==> images/port_trees.png <==
Drawn at 6 px/um.
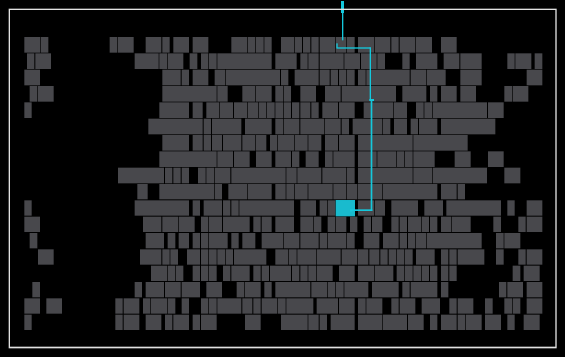
==> images/clock_wires.png <==
Drawn at 6 px/um.
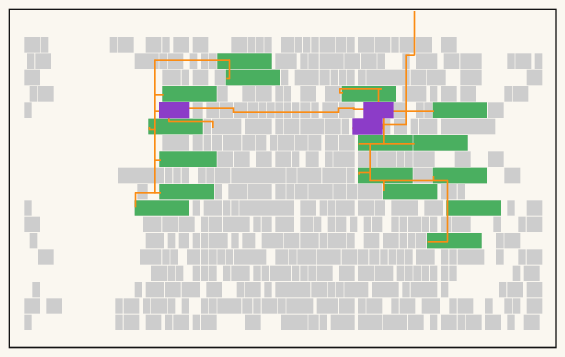
==> images/clock_nets.png <==
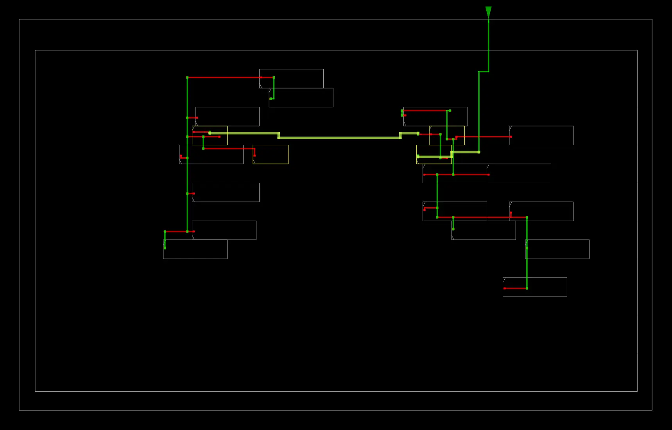
==> images/m2.png <==
Drawn at 6 px/um. Cells faint in the background.
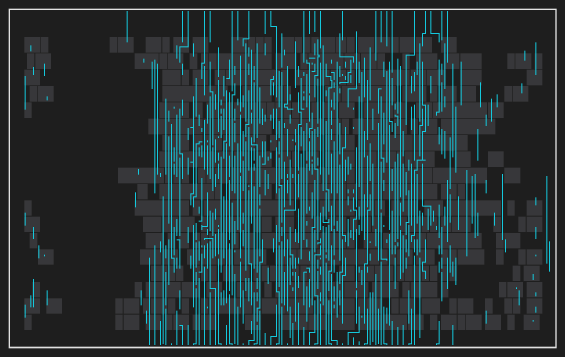
## src/rtl/pipe_ctrl_pkg.sv

```systemverilog
// Shared types and constants for the SimpleRISC pipeline sequencing control.
// Used by hazard_stall_controller and hazard_detect.
package pipe_ctrl_pkg;

    localparam int DEFAULT_REG_ADDR_W = 5;
    localparam int ZERO_REG           = 0;

    typedef enum logic [1:0] {
        RUN,
        LU_STALL,
        MC_WAIT,
        FLUSH
    } state_t;

endpackage

```

## src/rtl/hazard_stall_controller_hazard_detect.sv

```systemverilog
// Combinational load-use comparator: does the OF instruction read the register
// an EX-stage load is about to write? Register 0 never creates a hazard.
module hazard_detect
    import pipe_ctrl_pkg::*;
#(
    parameter int REG_ADDR_W = DEFAULT_REG_ADDR_W
) (
    input  logic [REG_ADDR_W-1:0] rs1,
    input  logic [REG_ADDR_W-1:0] rs2,
    input  logic                  uses_rs1,
    input  logic                  uses_rs2,
    input  logic [REG_ADDR_W-1:0] rd,
    input  logic                  is_load,
    output logic                  hit
);

    logic rd_nonzero;
    logic match_rs1;
    logic match_rs2;

    assign rd_nonzero = (rd != REG_ADDR_W'(ZERO_REG));
    assign match_rs1  = uses_rs1 && (rs1 == rd);
    assign match_rs2  = uses_rs2 && (rs2 == rd);
    assign hit        = is_load && rd_nonzero && (match_rs1 || match_rs2);

endmodule

```

## src/rtl/hazard_stall_controller.sv

```systemverilog
// Pipeline stall/bubble/flush sequencer for load-use, multi-cycle EX and taken branches.
// Optional performance counters are built when HAZARD_PERF_CNT_EN is defined.
module hazard_stall_controller
    import pipe_ctrl_pkg::*;
#(
    parameter int REG_ADDR_W      = DEFAULT_REG_ADDR_W,
    parameter int LOAD_USE_CYCLES = 1,
    parameter int MC_TIMEOUT      = 64
) (
    input  logic                  clk,
    input  logic                  rst_n,
    input  logic [REG_ADDR_W-1:0] rs1_OF,
    input  logic [REG_ADDR_W-1:0] rs2_OF,
    input  logic                  uses_rs1_OF,
    input  logic                  uses_rs2_OF,
    input  logic [REG_ADDR_W-1:0] rd_EX,
    input  logic                  is_load_EX,
    input  logic                  mc_start,
    input  logic                  mc_done,
    input  logic                  branch_taken_EX,
    output logic                  stall_IF,
    output logic                  stall_OF,
    output logic                  stall_EX,
    output logic                  bubble_EX,
    output logic                  bubble_MA,
    output logic                  flush_IF,
    output logic                  flush_OF,
    output logic                  busy,
    output logic                  mc_timeout,
    output logic [31:0]           perf_stall_cnt,
    output logic [31:0]           perf_flush_cnt
);

    localparam logic [3:0] LU_RELOAD = 4'(LOAD_USE_CYCLES - 1);
    localparam logic [7:0] WAIT_LAST = 8'(MC_TIMEOUT - 1);

    state_t     state_reg, state_next;
    logic [3:0] lu_cnt_reg, lu_cnt_next;
    logic [7:0] wait_cnt_reg, wait_cnt_next;
    logic       pending_flush_reg, pending_flush_next;
    logic       timeout_reg;
    logic       timeout_now;
    logic       lu_hit;
    logic       hold_front, hold_ex, bub_ex, flush_front;

    hazard_detect #(
        .REG_ADDR_W (REG_ADDR_W)
    ) u_hazard_detect (
        .rs1      (rs1_OF),
        .rs2      (rs2_OF),
        .uses_rs1 (uses_rs1_OF),
        .uses_rs2 (uses_rs2_OF),
        .rd       (rd_EX),
        .is_load  (is_load_EX),
        .hit      (lu_hit)
    );

    always_comb begin
        state_next         = state_reg;
        lu_cnt_next        = lu_cnt_reg;
        wait_cnt_next      = wait_cnt_reg;
        pending_flush_next = pending_flush_reg;
        timeout_now        = 1'b0;
        hold_front         = 1'b0;
        hold_ex            = 1'b0;
        bub_ex             = 1'b0;
        flush_front        = 1'b0;
        case (state_reg)
            RUN: begin
                if (mc_start) begin
                    hold_front         = 1'b1;
                    hold_ex            = 1'b1;
                    pending_flush_next = branch_taken_EX;
                    wait_cnt_next      = 8'd0;
                    state_next         = MC_WAIT;
                end else if (branch_taken_EX) begin
                    flush_front = 1'b1;
                end else if (lu_hit) begin
                    hold_front = 1'b1;
                    bub_ex     = 1'b1;
                    if (LOAD_USE_CYCLES > 1) begin
                        lu_cnt_next = LU_RELOAD;
                        state_next  = LU_STALL;
                    end
                end
            end
            LU_STALL: begin
                hold_front  = 1'b1;
                bub_ex      = 1'b1;
                lu_cnt_next = lu_cnt_reg - 4'd1;
                if (lu_cnt_reg == 4'd1) begin
                    state_next = RUN;
                end
            end
            MC_WAIT: begin
                // Completion takes priority over the timeout on the same cycle.
                if (mc_done) begin
                    state_next = pending_flush_reg ? FLUSH : RUN;
                end else if (wait_cnt_reg == WAIT_LAST) begin
                    timeout_now = 1'b1;
                    state_next  = pending_flush_reg ? FLUSH : RUN;
                end else begin
                    hold_front    = 1'b1;
                    hold_ex       = 1'b1;
                    wait_cnt_next = wait_cnt_reg + 8'd1;
                end
            end
            FLUSH: begin
                flush_front        = 1'b1;
                pending_flush_next = 1'b0;
                state_next         = RUN;
            end
            default: state_next = RUN;
        endcase
    end

    always_ff @(posedge clk or negedge rst_n) begin
        if (!rst_n) begin
            state_reg         <= RUN;
            lu_cnt_reg        <= 4'd0;
            wait_cnt_reg      <= 8'd0;
            pending_flush_reg <= 1'b0;
            timeout_reg       <= 1'b0;
        end else begin
            state_reg         <= state_next;
            lu_cnt_reg        <= lu_cnt_next;
            wait_cnt_reg      <= wait_cnt_next;
            pending_flush_reg <= pending_flush_next;
            timeout_reg       <= timeout_reg | timeout_now;
        end
    end

    // Gating with rst_n keeps every output low while reset is held, even with live inputs.
    assign stall_IF   = rst_n & hold_front;
    assign stall_OF   = rst_n & hold_front;
    assign stall_EX   = rst_n & hold_ex;
    assign bubble_MA  = rst_n & hold_ex;
    assign bubble_EX  = rst_n & bub_ex;
    assign flush_IF   = rst_n & flush_front;
    assign flush_OF   = rst_n & flush_front;
    assign busy       = rst_n & (state_reg != RUN);
    assign mc_timeout = rst_n & (timeout_reg | timeout_now);

`ifdef HAZARD_PERF_CNT_EN
    logic [31:0] perf_stall_reg;
    logic [31:0] perf_flush_reg;

    always_ff @(posedge clk or negedge rst_n) begin
        if (!rst_n) begin
            perf_stall_reg <= 32'd0;
            perf_flush_reg <= 32'd0;
        end else begin
            if (stall_IF && (perf_stall_reg != 32'hFFFF_FFFF)) begin
                perf_stall_reg <= perf_stall_reg + 32'd1;
            end
            if (flush_IF && (perf_flush_reg != 32'hFFFF_FFFF)) begin
                perf_flush_reg <= perf_flush_reg + 32'd1;
            end
        end
    end

    assign perf_stall_cnt = perf_stall_reg;
    assign perf_flush_cnt = perf_flush_reg;
`else
    assign perf_stall_cnt = 32'd0;
    assign perf_flush_cnt = 32'd0;
`endif

endmodule

```

## config.mk

```make
export PLATFORM = sky130hd
export DESIGN_NAME = hazard_stall_controller
export DESIGN_NICKNAME = d
export VERILOG_FILES = /design/src/rtl/pipe_ctrl_pkg.sv /design/src/rtl/hazard_stall_controller_hazard_detect.sv /design/src/rtl/hazard_stall_controller.sv
export SDC_FILE = /design/constraint.sdc
export NUM_CORES = 1
export LEC_CHECK = 0
export ABC_AREA = 1
export CAP_MARGIN = 20
export CORE_ASPECT_RATIO = 0.6
export CORE_MARGIN = 2
export CORE_UTILIZATION = 40
export DETAILED_ROUTE_END_ITERATION = 7
export GPL_TIMING_DRIVEN = 0
export HOLD_SLACK_MARGIN = 0.08
export PLACE_DENSITY = 0.92
export SYNTH_ARGS = -nofsm -noshare
export SYNTH_HDL_FRONTEND = slang
export SYNTH_SLANG_ARGS = --single-unit
```

## constraint.sdc

```tcl
create_clock -name clk -period 2 [get_ports clk]
set_input_delay 0.4 -clock clk [delete_from_list [all_inputs] [get_ports clk]]
set_output_delay 0.4 -clock clk [all_outputs]
set_load 0.01 [all_outputs]
```

==> flow.log <==
[flow] final metrics
INFO  metric worstSetupEndpointType = output pin
INFO  metric groute.usage.overall = 0.2030
INFO  metric synth.cellmix.compoundShare = 0.06699
INFO  metric syn2layout_area_growth = 54.77%
INFO  metric synth.cellmix.adderShare = 0.04834
INFO  metric grt_pass1_vias = 1794
INFO  metric sh_comb_area = 0.3931
INFO  metric path_common_cell = sky130_fd_sc_hd__nand2_1
INFO  metric rsz0062_at_grt = true
INFO  metric worst_max_slew_pin_slew = 0.7269 ns
INFO  metric drt-vias-per-instance = 4.683
INFO  metric post-synth-top-area-cell = sky130_fd_sc_hd__buf_4
INFO  metric h-tree-depth = 1
INFO  metric worst-r2r-cell-count = 12
INFO  metric worst_path_max_stage_delay = 0.27 ns
INFO  metric critPathRequiredTime = 1.60 ns
INFO  metric globalRoute.busiestLayer = met2
INFO  metric cp.depth = 11
INFO  metric place_ws = -1.163 ns
INFO  metric taps = 60
INFO  metric hpwl = 3500 um
INFO  metric worst_setup_hold_path_clk_slew = 0.06 ns
INFO  metric whs_endpoint = lu_cnt_reg[0]$_DFFE_PN0P_
INFO  metric yosysWarnings = 0
INFO  metric synth.mux.area_fraction = 0
INFO  metric clock_sink_count = 16
INFO  metric dr.first_iter.drc_count = 208
INFO  metric grt_pass1_wl = 8411 um
INFO  metric met3_length = 721 um
INFO  metric uppermost_layer_routed = met4
INFO  metric ys_sh_xor = 0.02417
INFO  metric largest_register_ffs = 8
INFO  metric finalSetupTns = -1.211 ns
INFO  metric met1_routing_resource_usage_after_global_routing = 0.2455
INFO  metric first_pass_iters = 5
INFO  metric cap_violations = 0
INFO  metric synthMostInstantiatedCell = sky130_fd_sc_hd__buf_4
INFO  metric inv_count = 39
INFO  metric lay_top_cells = sky130_fd_sc_hd__buf_4, sky130_fd_sc_hd__conb_1, sky130_fd_sc_hd__nand2_1
INFO  metric postRouteAntennaNets = 0
INFO  metric route.detailed.wl_per_inst = 15.11 um
INFO  metric critical_path_origin = rd_EX[0]
INFO  metric post-synth-top-area-fraction = 0.2776
INFO  metric layout.cells.non_filler = 438
INFO  metric r2r_end = wait_cnt_reg[5]$_DFFE_PN0P_
INFO  metric floorplan.die.width = 90.89 um
INFO  metric critical_path.slowest_cell = sky130_fd_sc_hd__dlygate4sd2_1
INFO  metric nNonClkBuffers = 126
INFO  metric timing.final.ws_setup = -0.2877 ns
INFO  metric ir_worst_vdd = 0.4262 mV
INFO  metric power_per_cell_area = 919.7 nW/um^2
INFO  metric finalHoldViolCount = 0
INFO  metric timing.hold.worst.start = lu_cnt_reg[0]$_DFFE_PN0P_
INFO  metric synth_cell_types = 29
INFO  metric cts_inserted_buffers = 3
INFO  metric min_path_cells = 1
INFO  metric final.fill_count = 300
INFO  metric min_period_over_period = 1.144
INFO  metric layout-drive-gt1-share = 0.4180
INFO  metric period_needed = 2.288 ns
INFO  metric gpl.final_weighted_congestion = 0.8665
INFO  metric initial_antenna_violation_count = 0
INFO  metric coreArea = 4234 um^2
INFO  metric layout.nonclk_buf_frac = 0.3632
INFO  metric ys_sh_simple = 0.2597
INFO  metric cts-root-buf = sky130_fd_sc_hd__clkbuf_8
INFO  metric met2_wirelength = 3090 um
INFO  metric report.final.setup_viol = 8
INFO  metric ys_area = 1812 um^2
INFO  metric lay_top_count = sky130_fd_sc_hd__buf_4
INFO  metric chip_area = 5101 um^2
INFO  metric max_freq = 437.1 MHz
INFO  metric failing_checks = setup timing
INFO  metric die.size.y = 56.13 um
INFO  metric yosysSeqAreaShare = 0.2210
INFO  metric critPathMaxFanout = 3
INFO  metric slew-limit-headroom = 0.5138
INFO  metric core_util_floorplan = 0.4279
INFO  metric tool_warnings = 32
INFO  metric post_synth_main_logic_family = buffers and inverters
INFO  metric power.static_leakage = 1.668 nW
INFO  metric result_of_the_run = finished with violations
INFO  metric syn_avg_cell_area = 7.105 um^2
INFO  metric synth.top_cells.by_area = sky130_fd_sc_hd__buf_4, sky130_fd_sc_hd__dfrtp_1, sky130_fd_sc_hd__nand2_1
INFO  metric netlist_instances = 255
INFO  metric critical-path-top-delay-family = simple AND/OR/NAND/NOR gates
INFO  metric critical_path.startpoint_type = input pin
INFO  metric cp.arrival = 1.89 ns
INFO  metric largest_class = combinational gates
## Picture notes: port_trees.png
- cyan: mc_timeout (bits 1; direction output; edge north; end cells 1; buffers 1; wire 41.8 um)
port bufs: 31
number of ports placed on the die boundary: 96

## Picture notes: clock_wires.png
- orange: clock wires (length 207 um)
- purple: clock-net drivers (count 3)
- green: flip-flops (count 16)
- routed clock nets: 4

## Picture notes: clock_nets.png
layout clock buffer count: 4
layout sequential cell count: 16
Fin Clk Skew: 0.002871 ns

## Picture notes: m2.png
- longest straight run: 26.5 um
- nets with wire on the layer: 338
- wire length on this layer: 3090 um
- share of all routed wire: 47%
- main direction: vertical
met2 usage in global routing: 0.3699
total vias in the final route: 2051

-- metrics by stage --
step                      utilization  hold slack (ns)  cell area [um^2]
after floorplan                     -           0.1044              2048
after global placement         0.5748           0.4318              2434
after detailed placement       0.5748           0.4598              2434
after CTS                      0.6327           0.4866              2679
after global routing           0.6622           0.5588              2804
final                          0.6622           0.5212              2804
-- power by group --
part           switching (mW)  internal (mW)  leakage (nW)
Combinational            1.01          0.793          1.44
Sequential             0.0706          0.415         0.204
Clock                   0.117          0.175        0.0288
-- timing repair --
| action | in CTS | in global routing |
|---|---|---|
| setup buffers | 16 | 10 |
| gates resized | 86 | 25 |
| hold buffers | 1 | 0 |
| endpoints found under the hold margin | 16 | 0 |
| pin swaps | 18 | 19 |
| setup endpoints to repair | 9 | 8 |
Power figures rest on the tool's default switching activity, not on a simulated workload.
